### Placement by cell class

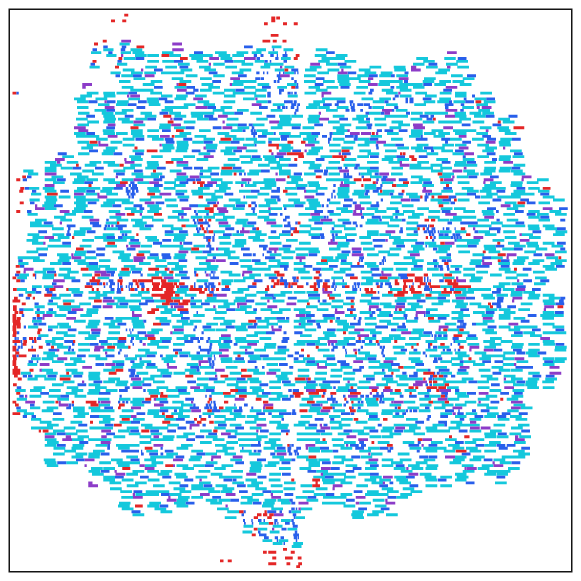
### Clock routing

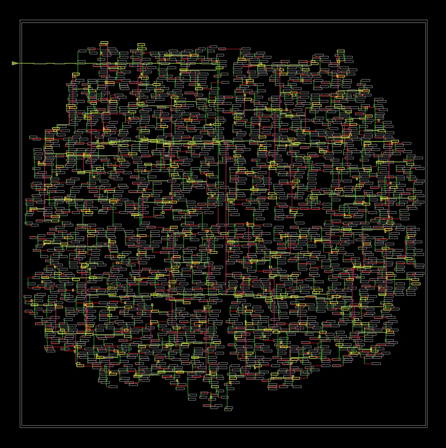
### Routed metal, one colour a layer

Scale bar: 200 microns. Only two layers are drawn.
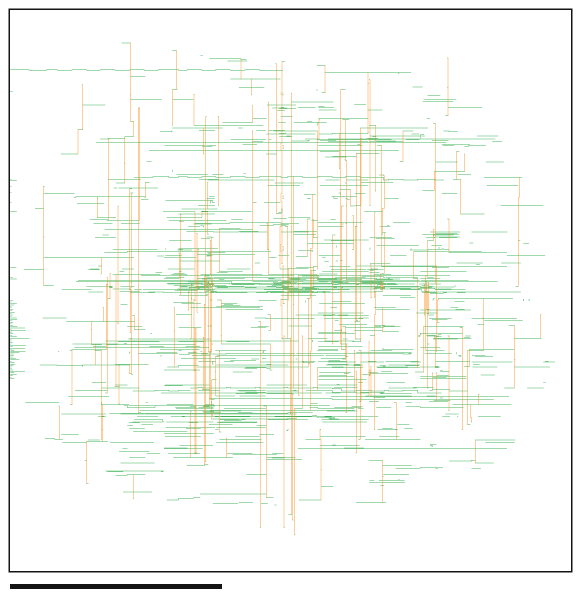
### Supply network

Scale bar: 200 microns. Pins as bars on the die edge. Tap cells in grey.
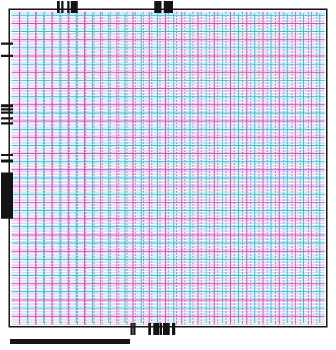
### config.mk
export PLATFORM = sky130hd
export DESIGN_NAME = dmem_lat
export DESIGN_NICKNAME = d
export VERILOG_FILES = /design/src/rtl/dmem_pkg.sv /design/src/rtl/dmem_array.sv /design/src/rtl/dmem_lat.sv
export SDC_FILE = /design/constraint.sdc
export NUM_CORES = 2
export LEC_CHECK = 0
export ABC_CLOCK_PERIOD_IN_PS = 3500
export CAP_MARGIN = 20
export CORE_MARGIN = 2
export CORE_UTILIZATION = 30
export DETAILED_ROUTE_END_ITERATION = 10
export GPL_ROUTABILITY_DRIVEN = 1
export GPL_TIMING_DRIVEN = 0
export PLACE_DENSITY = 0.43
export SYNTH_ARGS = -nofsm -noshare
export SYNTH_HDL_FRONTEND = slang
export SYNTH_HIERARCHICAL = 1
export SYNTH_SLANG_ARGS = --single-unit
### constraint.sdc
create_clock -name clk -period 3.5 [get_ports clk]
set_input_delay 0.875 -clock clk [delete_from_list [all_inputs] [get_ports clk]]
set_output_delay 0.875 -clock clk [all_outputs]
set_load 0.03 [all_outputs]
### src/rtl/dmem_pkg.sv
// Shared types and width helpers for the latency-configurable data memory.
package dmem_pkg;

    typedef enum logic [1:0] {
        IDLE = 2'd0,
        WAIT = 2'd1,
        RESP = 2'd2
    } state_t;

    // Width of the byte-offset field inside a word address.
    function automatic int off_w(input int data_w);
        return $clog2(data_w / 8);
    endfunction

    // Width of the word index into the storage array.
    function automatic int idx_w(input int depth);
        return $clog2(depth);
    endfunction

endpackage

### src/rtl/dmem_array.sv
// Word storage: DEPTH x DATA_W, combinational read, synchronous byte-enabled write.
module dmem_array
    import dmem_pkg::*;
#(
    parameter int DATA_W = 32,
    parameter int DEPTH  = 64,
    localparam int IW    = idx_w(DEPTH),
    localparam int NB    = DATA_W / 8
) (
    input  logic              clk,
    input  logic              wr_en,
    input  logic [NB-1:0]     wr_be,
    input  logic [IW-1:0]     wr_idx,
    input  logic [DATA_W-1:0] wr_data,
    input  logic [IW-1:0]     rd_idx,
    output logic [DATA_W-1:0] rd_data
);

    logic [DATA_W-1:0] mem [DEPTH];

    // NOTE: storage has no reset; clearing it would turn the array into flops with a reset tree.
    always_ff @(posedge clk) begin
        for (int b = 0; b < NB; b++) begin
            if (wr_en && wr_be[b]) begin
                mem[wr_idx][b*8 +: 8] <= wr_data[b*8 +: 8];
            end
        end
    end

    assign rd_data = mem[rd_idx];

endmodule

### src/rtl/dmem_lat.sv
// Data memory with req/ready handshake, configurable wait states, byte enables and error reporting.
module dmem_lat
    import dmem_pkg::*;
#(
    parameter int ADDR_W  = 32,
    parameter int DATA_W  = 32,
    parameter int DEPTH   = 64,
    parameter int LATENCY = 2
) (
    input  logic                clk,
    input  logic                reset,
    input  logic                req,
    input  logic                we,
    input  logic [ADDR_W-1:0]   addr,
    input  logic [DATA_W-1:0]   wdata,
    input  logic [DATA_W/8-1:0] be,
    output logic                ready,
    output logic                done,
    output logic                rvalid,
    output logic [DATA_W-1:0]   rdata,
    output logic                err
);

    localparam int OFF   = off_w(DATA_W);
    localparam int IW    = idx_w(DEPTH);
    localparam int NB    = DATA_W / 8;
    localparam int CNT_W = (LATENCY > 1) ? $clog2(LATENCY) : 1;
    localparam logic [CNT_W-1:0] CNT_INIT = CNT_W'((LATENCY > 0) ? LATENCY - 1 : 0);

    state_t            state_q, state_d;
    logic [CNT_W-1:0]  cnt_q, cnt_d;
    logic              we_q, we_d;
    logic [IW-1:0]     idx_q, idx_d;
    logic [DATA_W-1:0] wdata_q, wdata_d;
    logic [NB-1:0]     be_q, be_d;
    logic              err_q, err_d;
    logic [DATA_W-1:0] rdata_q, rdata_d;

    logic              accept;
    logic              commit;
    logic              load_rd;
    logic              s_we;
    logic              s_err;
    logic [IW-1:0]     rd_idx;
    logic [DATA_W-1:0] arr_rdata;
    logic [DATA_W-1:0] fwd_word;

    // Any set bit below the word offset or above the index field is an error.
    function automatic logic addr_err(input logic [ADDR_W-1:0] a);
        logic e;
        e = 1'b0;
        for (int i = 0; i < ADDR_W; i++) begin
            if ((i < OFF || i >= OFF + IW) && a[i]) e = 1'b1;
        end
        return e;
    endfunction

    function automatic logic [DATA_W-1:0] merge_bytes(input logic [DATA_W-1:0] old_w,
                                                      input logic [DATA_W-1:0] new_w,
                                                      input logic [NB-1:0]     en);
        logic [DATA_W-1:0] m;
        m = old_w;
        for (int b = 0; b < NB; b++) begin
            if (en[b]) m[b*8 +: 8] = new_w[b*8 +: 8];
        end
        return m;
    endfunction

    assign ready  = (state_q == IDLE) || (state_q == RESP);
    assign done   = (state_q == RESP);
    assign rvalid = done && !we_q;
    assign err    = done && err_q;
    assign rdata  = rdata_q;

    assign accept = req && ready;
    assign commit = (state_q == RESP) && we_q && !err_q;

    // NOTE: every signal driven here gets a default first so no path leaves one unassigned (no latches).
    always_comb begin
        state_d = state_q;
        cnt_d   = cnt_q;
        we_d    = we_q;
        idx_d   = idx_q;
        wdata_d = wdata_q;
        be_d    = be_q;
        err_d   = err_q;
        rdata_d = rdata_q;

        case (state_q)
            IDLE, RESP: begin
                if (accept) begin
                    we_d    = we;
                    idx_d   = addr[OFF +: IW];
                    wdata_d = wdata;
                    be_d    = be;
                    err_d   = addr_err(addr);
                    if (LATENCY == 0) begin
                        state_d = RESP;
                    end else begin
                        state_d = WAIT;
                        cnt_d   = CNT_INIT;
                    end
                end else begin
                    state_d = IDLE;
                end
            end
            WAIT: begin
                if (cnt_q == '0) state_d = RESP;
                else             cnt_d   = cnt_q - CNT_W'(1);
            end
            default: state_d = IDLE;
        endcase

        // The transaction entering RESP comes from the capture registers after a wait,
        // or straight from the request pins when there are no wait states.
        if (state_q == WAIT) begin
            s_we   = we_q;
            s_err  = err_q;
            rd_idx = idx_q;
        end else begin
            s_we   = we;
            s_err  = addr_err(addr);
            rd_idx = addr[OFF +: IW];
        end
        load_rd = ((state_q == WAIT) && (cnt_q == '0)) || ((LATENCY == 0) && accept);

        // A write committing on this edge must be visible to a read sampled on the same edge.
        fwd_word = (commit && (rd_idx == idx_q)) ? merge_bytes(arr_rdata, wdata_q, be_q) : arr_rdata;

        if (load_rd && !s_we) begin
            rdata_d = s_err ? '0 : fwd_word;
        end
    end

    // NOTE: sequential state uses non-blocking assignments so all flops update from pre-edge values.
    always_ff @(posedge clk or posedge reset) begin
        if (reset) begin
            state_q <= IDLE;
            cnt_q   <= '0;
            we_q    <= 1'b0;
            idx_q   <= '0;
            wdata_q <= '0;
            be_q    <= '0;
            err_q   <= 1'b0;
            rdata_q <= '0;
        end else begin
            state_q <= state_d;
            cnt_q   <= cnt_d;
            we_q    <= we_d;
            idx_q   <= idx_d;
            wdata_q <= wdata_d;
            be_q    <= be_d;
            err_q   <= err_d;
            rdata_q <= rdata_d;
        end
    end

    dmem_array #(
        .DATA_W (DATA_W),
        .DEPTH  (DEPTH)
    ) u_array (
        .clk     (clk),
        .wr_en   (commit),
        .wr_be   (be_q),
        .wr_idx  (idx_q),
        .wr_data (wdata_q),
        .rd_idx  (rd_idx),
        .rd_data (arr_rdata)
    );

endmodule

==> flow_metrics.py <==
# Physical implementation metrics
metrics = {
    "clock_network": {
        "postCtsHoldBufs": 0,
        "htree_levels": 4,
        "tritoncts": "yes",
        "clk_pin_slew_ns": 0.06,
    },
    "yosys": {
        "yosys.cell_types.count": 44,
        "yosys-stat-area_sq_mm": 0.08251,
        "synth-simple-area-share": 0.02699,
        "syn_inst": 3808,
        "ys_ff": 2127,
    },
    "outcome": {
        "violations": "negative setup slack",
        "status": "finished with violations",
    },
    "final_layout": {
        "final_cell_mix": "2048 x edfxtp_1, 543 x mux4_2, 237 x clkbuf_16",
        "post-route-util": 0.3677,
        "signal_buffers": 517,
        "synthToLayoutAreaGrowth_pct": 21.94,
        "comb-cell-share": 0.1882,
        "layout-drive-gt1-share": 0.3717,
        "nClkBuffers": 291,
        "fin_cells": 8105,
        "comb_cells": 1452,
        "largestClassByArea": "sequential cells",
    },
    "global_routing": {
        "use_met3": 0.04097,
        "grt_busiest_layer": "met2",
    },
    "die": {
        "dieArea_sq_mm": 0.2792,
        "core_area_sq_mm": 0.2736,
        "taps": 3589,
        "num_io_pins": 108,
        "chipWidth_microns": 528.4,
        "die_y_microns": 528.4,
    },
    "placement": {
        "portBuffers": 107,
        "dp.cells": 7606,
        "gp_congestion": 0.9010,
    },
    "worst_setup_path": {
        "slowest_delay_ns": 0.90,
        "crit_start": "idx_q[0]",
        "crit_type": "flop to flop",
        "cp_num_buf_inv": 2,
        "rrSetupSlack_ns": -0.21,
        "reg2reg_to": "u_array/mem[47][22]",
        "critical_path_depth": 5,
        "endpoint_kind": "flop",
        "cp_common_cell": "clkbuf_1",
        "cp-endpoint": "u_array/mem[47][22]",
        "reg2reg_from": "idx_q[0]",
    },
    "detailed_routing": {
        "wl_met3_microns": 22580,
        "ant_nets": 0,
        "dr_wl_met2_microns": 151500,
        "wl_met1_microns": 125000,
    },
    "timing": {
        "setup_slack_ns": -0.2139,
        "setup_violations": 142,
        "tightest_slew_ns": 1.254,
        "hold_viol": 0,
        "finalSetupTns_ns": -12.80,
    },
    "power_and_ir_drop": {
        "p_clk_w": 0.0240,
        "sequentialPowerShare": 0.356,
        "pwr-share-clk": 0.256,
        "p_switching_w": 0.03449,
        "p_int_w": 0.05920,
    },
    "job": {
        "cap_violations": 0,
    },
}
-- 'Placement by cell class' (at the start) --
class	colour	cells	share of their area
all other logic	blue	1455	20%
clock drivers and dummy loads	purple	415	7.6%
other buffers and delay cells	red	517	6.6%
flops	cyan	2127	66%

-- 'Clock routing' (at the start) --
FFs & Latches: 2127
Clock Sinks: 2127
Clk Latency, worst-skew pair: 0.90 ns

-- 'Routed metal, one colour a layer' (at the start) --
layer	colour	wire length
met3	green	22.6 mm
met4	orange	11300 microns
Vias: 43390
drt total wl: 310400 microns
all-layer global routing usage: 0.2189
wire per inst: 38.29 microns

-- 'Supply network' (at the start) --
net	colour
VDD	cyan
VSS	magenta
met4 straps	38
met1 rails	193
tap cells	3589
rows	192
met5 straps	38

## worst min path at each step
| stage | from | slack, ns | endpoint |
|---|---|---|---|
| 3_3_place_gp | rdata[22] | 0.47 | rdata[22] |
| 3_5_place_dp | rdata[22] | 0.48 | rdata[22] |
| 5_1_grt | reset | 0.37 | wdata_q[3] |
| 6_report | reset | 0.36 | wdata_q[4] |
| 2_1_floorplan | cnt_q | 0.44 | state_q[1] |
| 4_1_cts | reset | 0.33 | wdata_q[4] |
## flip-flops by register name (all words and copies together), names as in the netlist
signal,count
be_q,4
cnt_q,1
u_array/mem,2048
err_q,1
rdata,32
idx_q,6
we_q,1
wdata_q,32
state_q,2
## synth_stat cells (2+ instances only)
cell	n	share of area
edfxtp_1	2048	0.75
mux4_2	543	0.15
nor2_1	282	0.013
nand2_1	118	0.0054
clkbuf_1	86	0.0039
dfrtp_1	79	0.024
mux2i_1	79	0.0096
mux2_2	76	0.010
buf_2	67	0.0041
a22oi_1	50	0.0045
nand2b_1	43	0.0033
o22ai_1	43	0.0033
buf_4	31	0.0028
a21oi_1	30	0.0018
o21ai_2	28	0.0030
buf_6	21	0.0029
nor3_1	21	0.0013
buf_1	20	0.00091
o211ai_1	19	0.0017
a221oi_1	16	0.0017
nand3_1	15	0.00091
o221ai_1	15	0.0016
a22o_1	11	0.0012
nor2b_1	11	0.00083
nor3b_1	6	0.00055
nor4_1	6	0.00045
o21ai_0	6	0.00036
a221o_1	4	0.00049
a31oi_1	4	0.00030
and2_1	4	0.00030
and3b_1	4	0.00042
o21ai_1	4	0.00024
and3_1	3	0.00023
inv_1	3	0.00014
nand3b_1	2	0.00018
or2_2	2	0.00015
## cell families (layout without fill, tap and decap cells)
kind of cell	Yosys count	after routing
buf+inv	229	935
simple gates	519	519
flops	2127	2127
compound gates	235	235
mux	698	698
other cells	0	2
No activity file was given, so power comes from the tool's default toggle rates.
